### The metal 1 layer, run 1

The bar under the picture is 20 um long. Cells faint in the background.
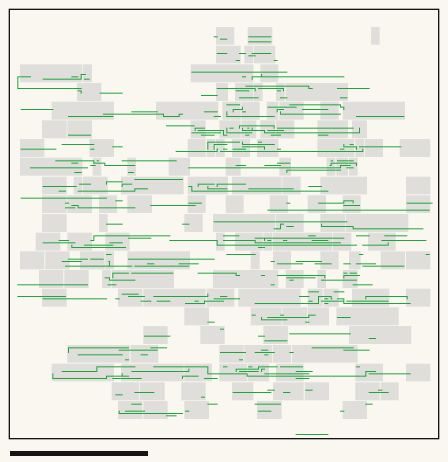
### Metal 2, run 1

The bar under the picture is 20 um long. Cells faint in the background.
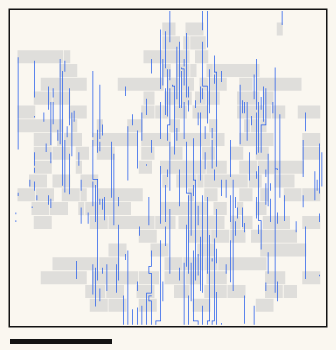
### Metal 3, run 1

The bar under the picture is 20 um long. Cells faint in the background.
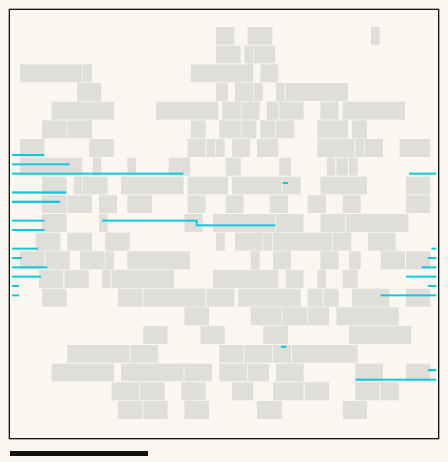
==> src/rtl/ula_seq.sv <==
// ula_seq: sequencer and result register for the 3-bit logic ALU.
// Accepts requests over valid/ready, drives the ALU operands/op from
// registers, iterates single-bit shift ops for multi-position shifts and
// returns the captured result plus the architectural flag register.
module ula_seq #(
  parameter int W     = 3,
  parameter int CNT_W = 2
) (
  input  logic             clk,
  input  logic             rst_n,
  input  logic             req_valid,
  output logic             req_ready,
  input  logic [4:0]       req_op,
  input  logic [W-1:0]     req_a,
  input  logic [W-1:0]     req_b,
  input  logic [CNT_W-1:0] req_cnt,
  output logic [W-1:0]     ula_a,
  output logic [W-1:0]     ula_b,
  output logic [4:0]       ula_op,
  input  logic [W-1:0]     ula_resu,
  input  logic             ula_o,
  input  logic             ula_c,
  input  logic             ula_s,
  input  logic             ula_z,
  output logic             rsp_valid,
  input  logic             rsp_ready,
  output logic [W-1:0]     rsp_resu,
  output logic [3:0]       flags
);

  typedef enum logic [1:0] {
    IDLE = 2'd0,
    EXEC = 2'd1,
    RESP = 2'd2
  } state_t;

  localparam logic [4:0] OP_SHL    = 5'b01000;
  localparam logic [4:0] OP_SHR    = 5'b01001;
  localparam logic [4:0] OP_NOS    = 5'b10000;
  localparam logic [4:0] OP_NOZS_A = 5'b10011;
  localparam logic [4:0] OP_NOZS_B = 5'b11111;

  // Flag register bit positions, packed as {O,C,S,Z}
  localparam int F_O = 3;
  localparam int F_C = 2;
  localparam int F_S = 1;
  localparam int F_Z = 0;

  state_t           state;
  state_t           state_nx;
  logic [CNT_W-1:0] rem;
  logic             req_is_shift;
  logic             exec_is_shift;
  logic             exec_more;
  logic             write_z;
  logic             write_s;
  logic             unused_o;

  // The overflow flag belongs to the arithmetic unit; the ALU's O output is
  // intentionally never captured.
  assign unused_o = ula_o;

  assign req_is_shift  = (req_op == OP_SHL) || (req_op == OP_SHR);
  assign exec_is_shift = (ula_op == OP_SHL) || (ula_op == OP_SHR);
  assign exec_more     = exec_is_shift && (rem > CNT_W'(1));
  assign write_z       = (ula_op != OP_NOZS_A) && (ula_op != OP_NOZS_B);
  assign write_s       = write_z && (ula_op != OP_NOS);

  assign req_ready = (state == IDLE);
  assign rsp_valid = (state == RESP);

  // State register
  always_ff @(posedge clk or negedge rst_n) begin
    if (!rst_n) begin
      state <= IDLE;
    end else begin
      state <= state_nx;
    end
  end

  // Next-state decode: shift-by-zero bypasses EXEC, shifts loop in EXEC
  // until the last position, and RESP waits for the consumer.
  always_comb begin
    state_nx = state;
    case (state)
      IDLE: begin
        if (req_valid) begin
          if (req_is_shift && (req_cnt == '0)) begin
            state_nx = RESP;
          end else begin
            state_nx = EXEC;
          end
        end
      end
      EXEC: begin
        if (!exec_more) begin
          state_nx = RESP;
        end
      end
      RESP: begin
        if (rsp_ready) begin
          state_nx = IDLE;
        end
      end
      default: state_nx = IDLE;
    endcase
  end

  // Datapath: operand latch on accept, shift feedback loop through the ALU,
  // and result/flag capture on the final EXEC edge.
  always_ff @(posedge clk or negedge rst_n) begin
    if (!rst_n) begin
      ula_a    <= '0;
      ula_b    <= '0;
      ula_op   <= OP_NOS;
      rem      <= '0;
      rsp_resu <= '0;
      flags    <= 4'b0000;
    end else begin
      case (state)
        IDLE: begin
          if (req_valid) begin
            ula_op <= req_op;
            ula_a  <= req_a;
            ula_b  <= req_b;
            rem    <= req_cnt;
            if (req_is_shift && (req_cnt == '0)) begin
              rsp_resu <= req_a;
            end
          end
        end
        EXEC: begin
          if (exec_more) begin
            ula_a      <= ula_resu;
            rem        <= rem - CNT_W'(1);
            flags[F_C] <= ula_c;
          end else begin
            rsp_resu <= ula_resu;
            if (write_z) begin
              flags[F_Z] <= ula_z;
            end
            if (write_s) begin
              flags[F_S] <= ula_s;
            end
            if (exec_is_shift) begin
              flags[F_C] <= ula_c;
            end
            flags[F_O] <= 1'b0;
          end
        end
        default: begin
        end
      endcase
    end
  end

endmodule

==> config.mk <==
export PLATFORM = sky130hd
export DESIGN_NAME = ula_seq
export DESIGN_NICKNAME = d
export VERILOG_FILES = /design/src/rtl/ula_seq.sv
export SDC_FILE = /design/constraint.sdc
export NUM_CORES = 1
export LEC_CHECK = 0
export CORE_UTILIZATION = 29
export DETAILED_ROUTE_END_ITERATION = 6
export PLACE_DENSITY = 0.54
export SYNTH_ARGS = -nofsm -noshare
export SYNTH_HDL_FRONTEND = slang
export SYNTH_SLANG_ARGS = --single-unit
==> constraint.sdc <==
create_clock -name clk -period 1.7 [get_ports clk]
set_input_delay 0.34 -clock clk [delete_from_list [all_inputs] [get_ports clk]]
set_output_delay 0.34 -clock clk [all_outputs]
set_load 0.005 [all_outputs]
==> CHANGELOG.md, run 1 <==
### Implementation results

- Status: finished clean
- Worst path max stage delay: 410 ps
- GRT Total Usage: 14.25%
- Root Buffer: clkbuf_4
- Routed Antenna Nets: 0
- Avg Vias per Cell: 4.520
- Ys flop type: dfrtp_1
- Grt total ovfl: 0
- Num CTS Buffers: 3
- Clk sinks: 21
- # Cells Yosys: 89
- Row cnt: 21
- FP Core Util: 30.81%
- Chip area: 3873 um^2
- Comb area: 489.2 um^2
- CORE AREA: 3416 um^2
- Global-route wire length before repair: 4333 um
- Placed Cells: 186
- Initial antenna violation count: 0
- Worst Path Arrival: 1840 ps
- Drc violations: 0
- Post-synth EDFFs: 0
- Avg Inst Size Synth: 11.82 um^2
- WL per Instance: 12.85 um
- Number of global-route vias before repair: 929
- Tool Warnings: 27
- Post-Syn Nets: 114
- Data required, critical path: 1900 ps
- IO Pins: 44
- Cts hold-fix bufs: 0
- Post-DP HPWL: 1921 um
- Crit path launch type: register
- Leak: 0.7684 nW
- YS warnings: 0
- Final net count: 178
- Flops out of synthesis: 21
- Max Freq: 0.6123 GHz
- Flop area: 528.0 um^2
- TritonCTS clock tree: built
- Top-area cell share: 47.56%
- 1st-iter DRT viols: 15
- Mapped Cells: 89
- Clock Path Buffers: 2
- Crit share post-route: 96.07%
- Layout area overhead: 63.50%
- Crit path max-delay cell type: dfrtp_1
- Hold Fails Final Rpt: 0
- Die extent in y: 62.24 um
- Post-synth area from yosys stat: 1052 um^2
- Setup Skew: 1.100 ps
- Final Max-Slew Violation Tally: 0
- Min cycle time layout: 1633 ps
- Clk ins delay skew pair: 300 ps
- Total Negative Setup Slacks: 0 ps
- Crit path kind: reg -> reg
- Post-synth area hogs: dfrtp_1, mux2i_1, mux2_2, mux2_1, inv_1
- Share of synthesized registers carrying an async set or reset: 100.0%
- Critical path cell sequence: buf_6 -> nor4b_4 -> buf_4 -> nand3b_1 -> nand4_1 -> mux2_4
- Synthesized area: 1052 um^2
- Pwr dens: 1558 nW/um^2
- Die W: 62.24 um
- CP Capture Type: register
- Largest net degree at the start of global routing: 22
- Setup violators final: 0
- Post-synth top area cell: dfrtp_1
- Fillers: 326
- Register area share after synthesis: 50.06%
- Non-filler cells, final: 198
- Placer Congestion: 0.7273
- Peak supply drop: 0.6215 mV
- Power Total: 0.002681 W
- Fin Hold WS: 360.6 ps
- # diodes: 0
- Most frequent logic cell in the layout: clkdlybuf4s50_1
- Top Layout Cells: clkdlybuf4s50_1, dfrtp_1, buf_4
- Max Cap Viol: 0
- Distinct lib cells used: 30
- Fraction of layout cells with a size suffix above 1: 26.97%
- Reg clk slew, reported paths: 120 ps
- # H-tree levels: 1
- Worst hold path class: in -> async
- CP max FO: 3
- DRT Pass-1 Iters: 3
- Port Buffers: 41
Back to the opening pictures, 'The metal 1 layer':
share of all routed wire = 44%
nets with wire on the layer = 146
main direction = horizontal
longest straight run = 23.5 um
wire length on this layer = 1120 um
met1 Use GR: 17.09%
via count: 895
final WL: 2545 um

Back to the opening pictures, 'Metal 2':
share of all routed wire = 50%
longest straight run = 44.2 um
wire length on this layer = 1270 um
main direction = vertical
nets with wire on the layer = 158
grt met2 use: 25.14%

Back to the opening pictures, 'Metal 3':
main direction = horizontal
nets with wire on the layer = 24
longest straight run = 24.6 um
met3 Usage GRT: 4.779%

run 1: where the power goes:
group	internal [W]	total [W]	switching (W)
clock	0.0000915	0.000246	0.000155
combinational	0.000955	0.00150	0.000547
sequential	0.000760	0.000933	0.000173
total	0.00181	0.00268	0.000875
run 1: final cells by class:
| type | count | area share, % |
|---|---|---|
| tap | 46 | 3.345 |
| sequential | 21 | 30.69 |
| multi-input combinational | 57 | 28.44 |
| clock buffer | 4 | 1.527 |
| inverter | 8 | 1.745 |
| timing repair buffer | 62 | 34.25 |
run 1: cells by family (layout without fill, tap and decap cells):
| kind of cell | count (synthesis) | count (layout) | synth area share [%] |
|---|---|---|---|
| compound gates | 8 | 8 | 6.184 |
| xor+xnor | 1 | 1 | 0.8325 |
| fa+ha+maj | 1 | 1 | 1.189 |
| buf+inv | 11 | 74 | 4.399 |
| flops | 21 | 21 | 50.06 |
| mux | 21 | 21 | 21.28 |
| other cells | 1 | 1 | 0.3564 |
| simple gates | 25 | 25 | 15.70 |
run 1: per-stage QoR:
| stage | util, % | setup WS [ps] | instance area, um^2 |
|---|---|---|---|
| finish | 50.37 | 66.74 | 1720 |
| global route | 50.37 | -12.75 | 1720 |
| CTS | 49.27 | 0.7848 | 1683 |
| detailed placement | 47.25 | -239.1 | 1614 |
| global placement | 47.25 | -212.3 | 1614 |
| floorplan | - | 212.4 | 1052 |
run 1: timing repair:
action | in CTS | in global routing
setup endpoints to repair | 5 | 13
resized | 3 | 7
setup buffers | 6 | 3
pin swaps | 0 | 2
run 1: critical path, delay by kind of cell, from the launching register on:
kind	cells	cell delay, ps
mux	1	300
simple gates	3	550
flops	1	410
buf+inv	2	270
run 1: final timing paths:
path	from	endpoint	slack, ps	cells after the start
max	ula_op[1]$_DFFE_PN0P_	flags[1]$_DFFE_PN0P_	70	6
min	rst_n	ula_op[0]$_DFFE_PN0P_	360	2
min reg2reg	flags[0]$_DFFE_PN0P_	flags[0]$_DFFE_PN0P_	510	1
min in group clk	flags[0]$_DFFE_PN0P_	flags[0]$_DFFE_PN0P_	510	1
max in group asynchronous	rst_n	ula_op[4]$_DFFE_PN1P_	1060	2
max reg2reg	ula_op[1]$_DFFE_PN0P_	flags[1]$_DFFE_PN0P_	70	6
run 1: cells in the mapped netlist, types with 2 or more instances:
cell	instances
dfrtp_1	20
mux2i_1	10
inv_1	8
mux2_2	7
nand2_1	6
mux2_1	4
nor2_1	4
a21oi_1	2
nand3b_1	2
nand4_1	2
nor3_1	2
nor4b_1	2
o22a_1	2
o22ai_1	2
run 1: metal layers:
| layer | up-vias | global-route usage (%) | wire, um |
|---|---|---|---|
| met5 | - | 0 | 0 |
| met4 | 0 | 2.035 | 23 |
| met3 | 2 | 4.779 | 132 |
| met2 | 27 | 25.14 | 1267 |
| met1 | 430 | 17.09 | 1121 |
| li1 | 436 | - | - |
run 1: registers in the layout, summed over array words and instances (netlist names):
signal	count
flags	3
rem	2
rsp_resu	3
state	2
ula_a	3
ula_b	3
ula_op	5
### I/O pins on the die edge, run 1

The bar under the picture is 20 um long. Pins as bars across the die edge, other pins in gray.
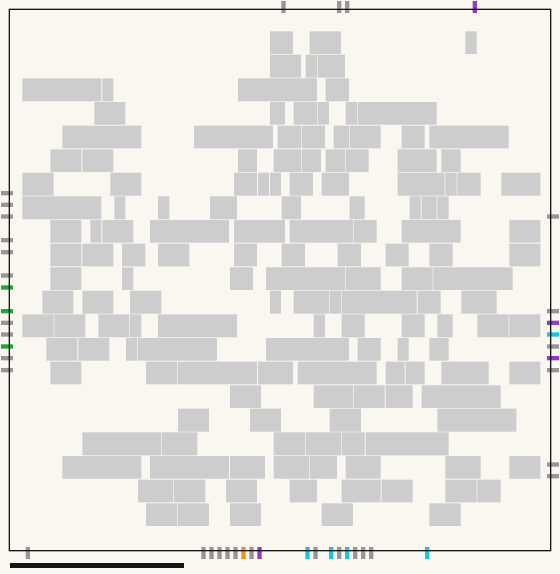

==> inputs of run 2 (changes only) <==
--- a/config.mk
+++ b/config.mk
@@ -5,6 +5,7 @@
 export SDC_FILE = /design/constraint.sdc
 export NUM_CORES = 1
 export LEC_CHECK = 0
+export ABC_AREA = 1
 export CORE_UTILIZATION = 29
 export DETAILED_ROUTE_END_ITERATION = 6
 export PLACE_DENSITY = 0.54
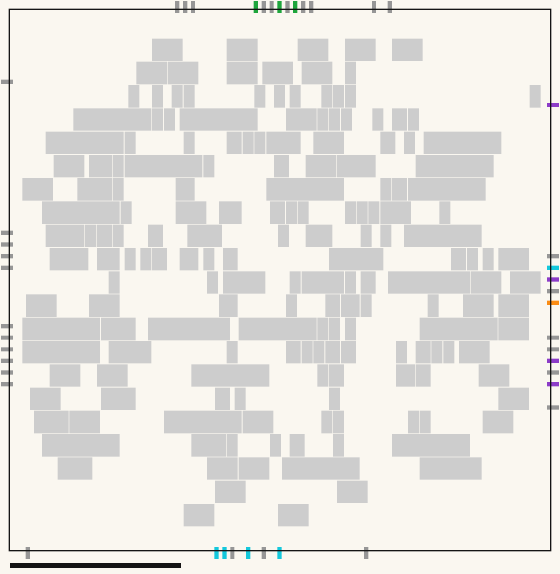
*I/O pins on the die edge, run 2*
The bar under the picture is 20 um long. Pins as bars across the die edge, other pins in gray.
`ula_c` -> orange  # pins 1, direction input, edge right
`flags` -> purple  # pins 4, direction output, edge right
`req_a` -> green  # pins 3, direction input, edge top
`req_op` -> cyan  # pins 5, direction input, edge 4 bottom, 1 right
Die W: 63.13 um
Port Buffers: 41
die extent in y: 63.13 um

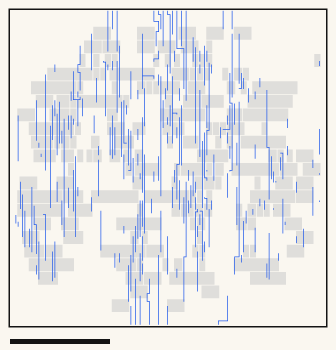
*Metal 2, run 2*
The bar under the picture is 20 um long. Cells faint in the background.
share of all routed wire = 48%
wire length on this layer = 1240 um
grt met2 use: 22.58%
final WL: 2593 um

==> run 2 against run 1 <==
Against the previous run:
- die size increased by 2.9%
- clock skew increased by 5.8 ps
- worst setup slack improved by 16 ps
- synthesized cell count increased by 47%
- critical path depth decreased by 5
- clock-buffer cell count unchanged
- highest routed layer unchanged
- via count increased by 8.6%
- combinational power decreased by about 10%
- flip-flop count unchanged
==> CHANGELOG.md, run 2 <==
### Implementation results

- Routed Antenna Nets: 0 (unchanged)
- Avg Vias per Cell: 4.339 (-4.0%)
- Crit path max-delay cell type: dfstp_2
- Sw Ratio: 36.71% (+4.1 points)
- CP max FO: 2 (-1)
- Setup Skew: 6.871 ps (+5.771 ps)
- Register area share after synthesis: 48.61% (-1.4 points)
- TritonCTS clock tree: built
- Synthesized area: 1084 um^2 (+3.0%)
- Post-synth area from yosys stat: 1084 um^2 (+3.0%)
- # H-tree levels: 1 (unchanged)
- Max Cap Viol: 0 (unchanged)
- Post-synth area hogs: dfrtp_1, nand2_1, nand3_1, mux2_2, nor2_1
- Worst path max stage delay: 530 ps (+120 ps)
- Non-filler cells, final: 224 (+13%)
- Initial antenna violation count: 0 (unchanged)
- Drc violations: 0 (unchanged)
- NetSw: 0.0009526 W (+8.9%)
- Largest net degree at the start of global routing: 18 (-18%)
- CORE AREA: 3468 um^2 (+1.5%)
- Hold Fails Final Rpt: 0 (unchanged)
- Worst r2r path cells: 7 (+1)
- Distinct lib cells used: 23 (-23%)
- Grt total ovfl: 0 (unchanged)
- CP Capture Type: output pin
- Max reg flops: 5 (unchanged)
- Crit path launch type: register
- Root Buffer: clkbuf_8
- Max Freq: 0.6182 GHz (+0.97%)
- YS warnings: 0 (unchanged)
- WL per Instance: 11.58 um (-9.9%)
- Total Negative Setup Slacks: 0 ps (unchanged)
- Cts hold-fix bufs: 0 (unchanged)
- Clk pwr share: 12.5% (+3.3 points)
- GRT Total Usage: 14.57% (+0.31 points)
- Num CTS Buffers: 3 (unchanged)
- Worst path buffer plus inverter count: 1 (-1)
- # diodes: 0 (unchanged)
- IO Pins: 44 (unchanged)
- Chip area: 3985 um^2 (+2.9%)
- Top-area cell share: 46.19% (-1.4 points)
- Clk ins delay skew pair: 260 ps (-40 ps)
- Final net count: 204 (+15%)
- Post-Syn Nets: 156 (+37%)
- Final Max-Slew Violation Tally: 0 (unchanged)
- Data required, critical path: 1360 ps (-540 ps)
- Clk sinks: 21 (unchanged)
- Tool Warnings: 27 (unchanged)
- Combinational power share: 52.1% (-3.9 points)
- Most frequent logic cell in the layout: nand2_1
- Post-synth top area cell: dfrtp_1
- Critical path cell sequence: clkdlybuf4s50_1
- Crit path kind: reg -> out
- Post-synth EDFFs: 0 (unchanged)
- RSZ-0062 raised after global routing: false
- Flops out of synthesis: 21 (unchanged)
- Post-DP HPWL: 2044 um (+6.4%)
- Flop pwr share: 35.3% (+0.5 points)
- Most flops, register: ula_op
- Row cnt: 21 (unchanged)
- Worst hold path class: in -> async
- 1st-iter DRT viols: 32 (+17)
- List of most frequent post-synthesis cells: nand2_1, dfrtp_1, nand3_1, nor2_1, inv_1
- Avg Inst Size Synth: 8.271 um^2 (-30%)
- Peak supply drop: 0.8506 mV (+37%)
- Leak: 0.7947 nW (+3.4%)
- Worst Path Arrival: 1280 ps (-560 ps)
- Layout area overhead: 50.12%
- Global-route wire length before repair: 4491 um (+3.6%)
- Ys flop type: dfrtp_1
- Number of global-route vias before repair: 956 (+2.9%)
- Clock Path Buffers: 2 (unchanged)
- Pint: 0.001643 W (-9.1%)
- Crit share post-route: 95.15% (-0.92 points)
- Min cycle time layout: 1618 ps (-15.71 ps)
- Placer Congestion: 0.7320 (+0.65%)
- # Cells Yosys: 131 (+47%)
- Mapped Cells: 131 (+47%)
- Reg clk slew, reported paths: 80 ps (-40 ps)
- Critical path depth in cells: 1 (-5)
- Setup violators final: 0 (unchanged)
- Pwr dens: 1595 nW/um^2 (+2.4%)
- FP Core Util: 31.24% (+0.44 points)
- Placed Cells: 218 (+17%)
- Share of synthesized registers carrying an async set or reset: 100.0% (unchanged)
- Top-count cell post-synth: nand2_1
- Largest delay share family, worst path: flip-flops
- DRT Pass-1 Iters: 4 (+1)
- Fraction of layout cells with a size suffix above 1: 14.04% (-13 points)
- Status: finished clean
- Top Layout Cells: nand2_1, clkdlybuf4s50_1, dfrtp_1
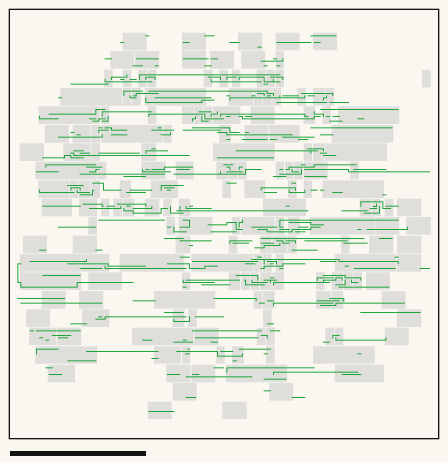
*The metal 1 layer, run 2*
The bar under the picture is 20 um long. Cells faint in the background.
share of all routed wire = 46%
longest straight run = 20.7 um
wire length on this layer = 1200 um
main direction = horizontal
nets with wire on the layer = 173
via count: 972
met1 Use GR: 19.82%

-- run 2: cell count changes after synthesis, sizes merged, moves of 2 or more --
cell    delta
nand3     +10
nor4b      -3
nand2     +48
inv        +3
nor2       +7
mux2       -7
o22a       -2
o22ai      -2
o21ai      +5
mux2i     -10
nand3b     -2
-- run 2: worst paths after layout --
| kind | endpoint | slack [ps] | from |
|---|---|---|---|
| max | ula_op[4] | 80 | ula_op[4]$_DFFE_PN1P_ |
| min | flags[0]$_DFFE_PN0P_ | 350 | rst_n |
| max reg2reg | rsp_resu[2]$_DFFE_PN0P_ | 300 | rem[0]$_DFFE_PN0P_ |
| min reg2reg | flags[1]$_DFFE_PN0P_ | 470 | flags[1]$_DFFE_PN0P_ |
| max in group asynchronous | state[0]$_DFFE_PN0P_ | 920 | rst_n |
| min in group clk | flags[1]$_DFFE_PN0P_ | 470 | flags[1]$_DFFE_PN0P_ |
-- run 2: cell type report --
class	instances	area (um^2)
fillers	368	1842
flip-flops and latches	21	528.0
multi-input cells	97	491.7
repair buffers	45	457.9
well taps	46	57.56
inverters	11	46.29
clock buffers	4	45.04
-- run 2: per-layer routing --
layer | share of wire [%] | track usage, % | routed length (um)
met2 | 48 | 22.58 | 1240
met1 | 46 | 19.82 | 1195
met5 | 0 | 0 | 0
met4 | 0.77 | 3.488 | 20
met3 | 5.3 | 4.167 | 137
-- run 2: cells by family after synthesis --
family                     synth area share (%)
and+or+nand+nor                           35.56
other                                    0.3461
DFF                                       48.61
AOI/OAI and AO/OA                         4.157
buffers and inverters                     6.005
muxes                                     4.157
adders and majority gates                 1.155
-- run 2: per-stage QoR --
stage | setup WS, ps | hold slack, ps | area, um^2 | power (W) | util, %
floorplan | 460.9 | 44.41 | 1084 | 0.001611 | -
global placement | 148.4 | 451.9 | 1560 | 0.002241 | 44.99
detailed placement | 132.7 | 460.4 | 1560 | 0.002274 | 44.99
CTS | 5.551 | 358.9 | 1607 | 0.002617 | 46.32
global route | 50.50 | 367.4 | 1627 | 0.002840 | 46.90
finish | 82.45 | 354.1 | 1627 | 0.002595 | 46.90
-- run 2: timing repair --
action | 4_1_cts | 5_1_grt
pin swaps | 0 | 0
setup buffers | 0 | 2
gates resized | 1 | 2
setup endpoints to repair | 2 | 2
-- run 2: power by group through the flow --
stage	registers (W)	logic (W)	clock network, W
CTS	0.000930	0.00135	0.000341
finish	0.000917	0.00135	0.000325
global route	0.000956	0.00152	0.000363
global placement	0.000924	0.00132	0
floorplan	0.000928	0.000683	0
detailed placement	0.000938	0.00134	0
### Routing congestion, run 2

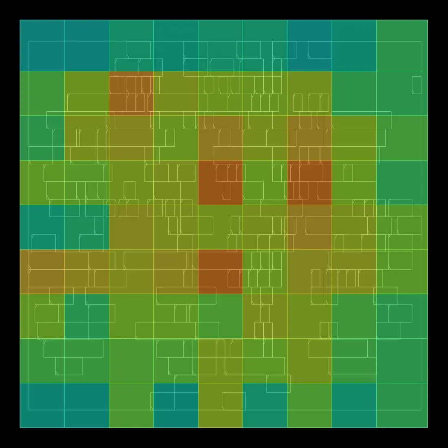

==> inputs of run 3 (changes only) <==
--- a/config.mk
+++ b/config.mk
@@ -6,9 +6,11 @@
 export NUM_CORES = 1
 export LEC_CHECK = 0
 export ABC_AREA = 1
+export CORE_MARGIN = 3
 export CORE_UTILIZATION = 29
 export DETAILED_ROUTE_END_ITERATION = 6
 export PLACE_DENSITY = 0.54
+export SKIP_CTS_REPAIR_TIMING = 1
 export SYNTH_ARGS = -nofsm -noshare
 export SYNTH_HDL_FRONTEND = slang
 export SYNTH_SLANG_ARGS = --single-unit
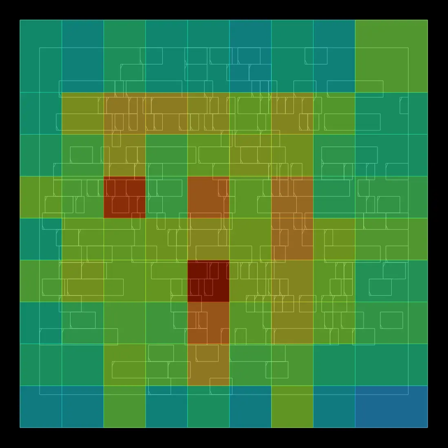
*Routing congestion, run 3*
Finished Core Util: 46.36%
grt met2 use: 19.51%
met1 Use GR: 17.96%

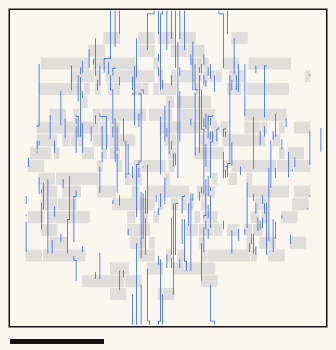
*Metal 2, run 3*
The bar under the picture is 20 um long. Cells faint in the background.
longest straight run = 28.9 um
share of all routed wire = 44%
nets with wire on the layer = 165
via count: 989
final WL: 2636 um

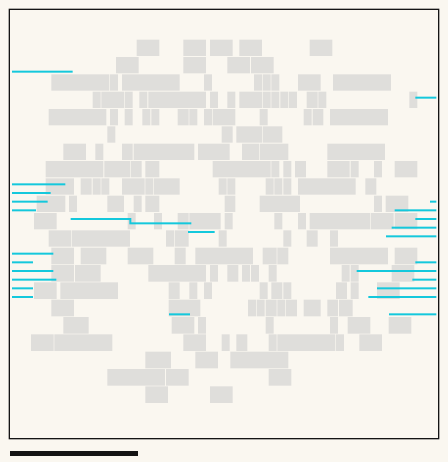
*Metal 3, run 3*
The bar under the picture is 20 um long. Cells faint in the background.
share of all routed wire = 6.0%
wire length on this layer = 158 um
longest straight run = 12.2 um
met3 Usage GRT: 3.035%

==> run 3 against run 2 <==
Against the previous run:
- worst setup slack worse by 8.5 ps
- synthesized cell count unchanged
- flip-flop count stayed put
- hold slack lost 7.8 ps
- cell count fell by 0.45%
- global-route usage is 1.4 points lower
- clock skew is 5.0 ps lower
- critical path type unchanged
- critical endpoint unchanged
==> CHANGELOG.md, run 3 <==
### Implementation results

- Crit share post-route: 95.65% (+0.50 points)
- Pre-CTS setup slack: 147.2 ps (+14.48 ps)
- Peak supply drop: 0.6787 mV (-20%)
- Top Layout Cells: nand2_1, clkdlybuf4s50_1, dfrtp_1
- Num CTS Buffers: 3 (unchanged)
- Root Buffer: clkbuf_8
- Largest net degree at the start of global routing: 18 (unchanged)
- Status: finished clean
- Beginning of the critical path: ula_op[4]$_DFFE_PN1P_
- 1st-iter DRT viols: 24 (-25%)
- Combinational power share: 50.9% (-1.2 points)
- Max reg flops: 5 (unchanged)
- GRT Total Usage: 13.15% (-1.4 points)
- Top-count cell post-synth: nand2_1
- Reg clk slew, reported paths: 80 ps (about the same)
- Distinct lib cells used: 23 (unchanged)
- RSZ-0062 raised after global routing: false
- Row cnt: 21 (unchanged)
- # Cells Yosys: 131 (unchanged)
- Tool Warnings: 27 (unchanged)
- Chip area: 4506 um^2 (+13%)
- Port Buffers: 41 (unchanged)
- Max Cap Viol: 0 (unchanged)
- Top-area cell share: 46.19% (unchanged)
- Pint: 0.001611 W (-1.9%)
- # diodes: 0 (unchanged)
- Leak: 0.7875 nW (-0.89%)
- Post-synth top area cell: dfrtp_1
- TritonCTS clock tree: built
- Fin Hold WS: 346.2 ps (-7.835 ps)
- FP Core Util: 31.24% (unchanged)
- Flops out of synthesis: 21 (unchanged)
- Pwr dens: 1603 nW/um^2 (+0.47%)
- YS warnings: 0 (unchanged)
- Crit path launch type: register
- Final net count: 203 (-0.49%)
- Synthesized area: 1084 um^2 (unchanged)
- IO Pins: 44 (unchanged)
- Power Total: 0.002577 W (-0.69%)
- Post-route cell area: 1608 um^2 (-1.2%)
- Most flops, register: ula_op
- Clock Path Buffers: 2 (unchanged)
- Worst Path Arrival: 1290 ps (about the same)
- Sw Ratio: 37.48% (+0.77 points)
- Clk sinks: 21 (unchanged)
- Grt total ovfl: 0 (unchanged)
- Placer Congestion: 0.7506 (+2.5%)
- WL per Instance: 11.82 um (+2.1%)
- Die extent in y: 67.13 um (+6.3%)
- Layout area overhead: 48.38%
- Drc violations: 0 (unchanged)
- Clk pwr share: 13.1% (+0.6 points)
- Max Freq: 0.6150 GHz (-0.53%)
- CORE AREA: 3468 um^2 (unchanged)
- Avg Vias per Cell: 4.435 (+2.2%)
- Post-DP HPWL: 2058 um (+0.68%)
- Setup violators final: 0 (unchanged)
- Worst R2R Start: rem[0]$_DFFE_PN0P_
- Initial antenna violation count: 0 (unchanged)
- Share of synthesized registers carrying an async set or reset: 100.0% (unchanged)
- Worst path buffer plus inverter count: 1 (unchanged)
- Final Max-Slew Violation Tally: 0 (unchanged)
- CP max FO: 2 (unchanged)
- Register area share after synthesis: 48.61% (unchanged)
- Crit path max-delay cell type: dfstp_2
- Post-DP Area: 1555 um^2 (-0.32%)
- Global-route wire length before repair: 4491 um (unchanged)
- Crit path kind: reg -> out
- Ys flop type: dfrtp_1
- Worst hold path class: in -> async
- List of most frequent post-synthesis cells: nand2_1, dfrtp_1, nand3_1, nor2_1, inv_1
- Mapped Cells: 131 (unchanged)
- Clk ins delay skew pair: 260 ps (about the same)
- Largest delay share family, worst path: flip-flops
- Hold Fails Final Rpt: 0 (unchanged)
- Avg Inst Size Synth: 8.271 um^2 (unchanged)
- Critical path cell sequence: clkdlybuf4s50_1
- Final setup margin: 73.91 ps (-8.538 ps)
- Number of global-route vias before repair: 975 (+2.0%)
- # H-tree levels: 1 (unchanged)
- Min cycle time layout: 1626 ps (+8.538 ps)
==> run 3: cell count changes in the layout (fill, tap and decap cells not counted), sizes merged <==
cell,previous run,this run
buf,4,3
clkinv,0,1
clkbuf,4,3
==> run 3: final timing paths <==
check	slack [ps]	endpoint	cells after the start
max in group asynchronous	910	ula_op[0]$_DFFE_PN0P_	2
worst min register to register	470	flags[0]$_DFFE_PN0P_	2
worst max register to register	310	rsp_resu[1]$_DFFE_PN0P_	7
min in group clk	470	flags[0]$_DFFE_PN0P_	2
worst max-delay path	70	ula_op[4]	1
worst min-delay path	350	rem[1]$_DFFE_PN0P_	1
==> run 3: area by class of cell <==
class,instances,area (um^2)
fillers,366,1861
flip-flops and latches,21,528.0
multi-input cells,97,491.7
repair buffers,44,437.9
well taps,46,57.56
inverters,11,46.29
clock buffers,3,41.29
clock inverters,1,5.005
==> run 3: power by group through the flow <==
stage	registers [W]	clock network (W)	logic [W]
global route	0.000963	0.000377	0.00150
global placement	0.000927	0	0.00132
detailed placement	0.000933	0	0.00133
finish	0.000928	0.000338	0.00131
CTS	0.000924	0.000347	0.00134
floorplan	0.000928	0	0.000683
==> run 3: per-stage QoR <==
step           instances  TNS, ps
3_5_place_dp         219        0
4_1_cts              223   -42.01
2_1_floorplan        131        0
6_report             223        0
3_3_place_gp         219        0
5_1_grt              223        0
==> run 3: cell families (layout without fill, tap and decap cells) <==
kind of cell	Yosys count	after routing	synth area share, %
muxes	4	4	4.157
buffers and inverters	13	59	6.005
other	1	1	0.3461
DFF	21	21	48.61
AOI/OAI and AO/OA	9	9	4.157
adders and majority gates	1	1	1.155
and+or+nand+nor	82	82	35.56
==> run 3: routing by layer <==
metal  up-vias  routed length [um]  track usage (%)
met1       458                1290            17.96
met2        25                1151            19.51
met4         0                  36            6.076
li1        502                   -                -
met5         -                   0                0
met3         4                 158            3.035
Power and IR drop assume default switching activity.
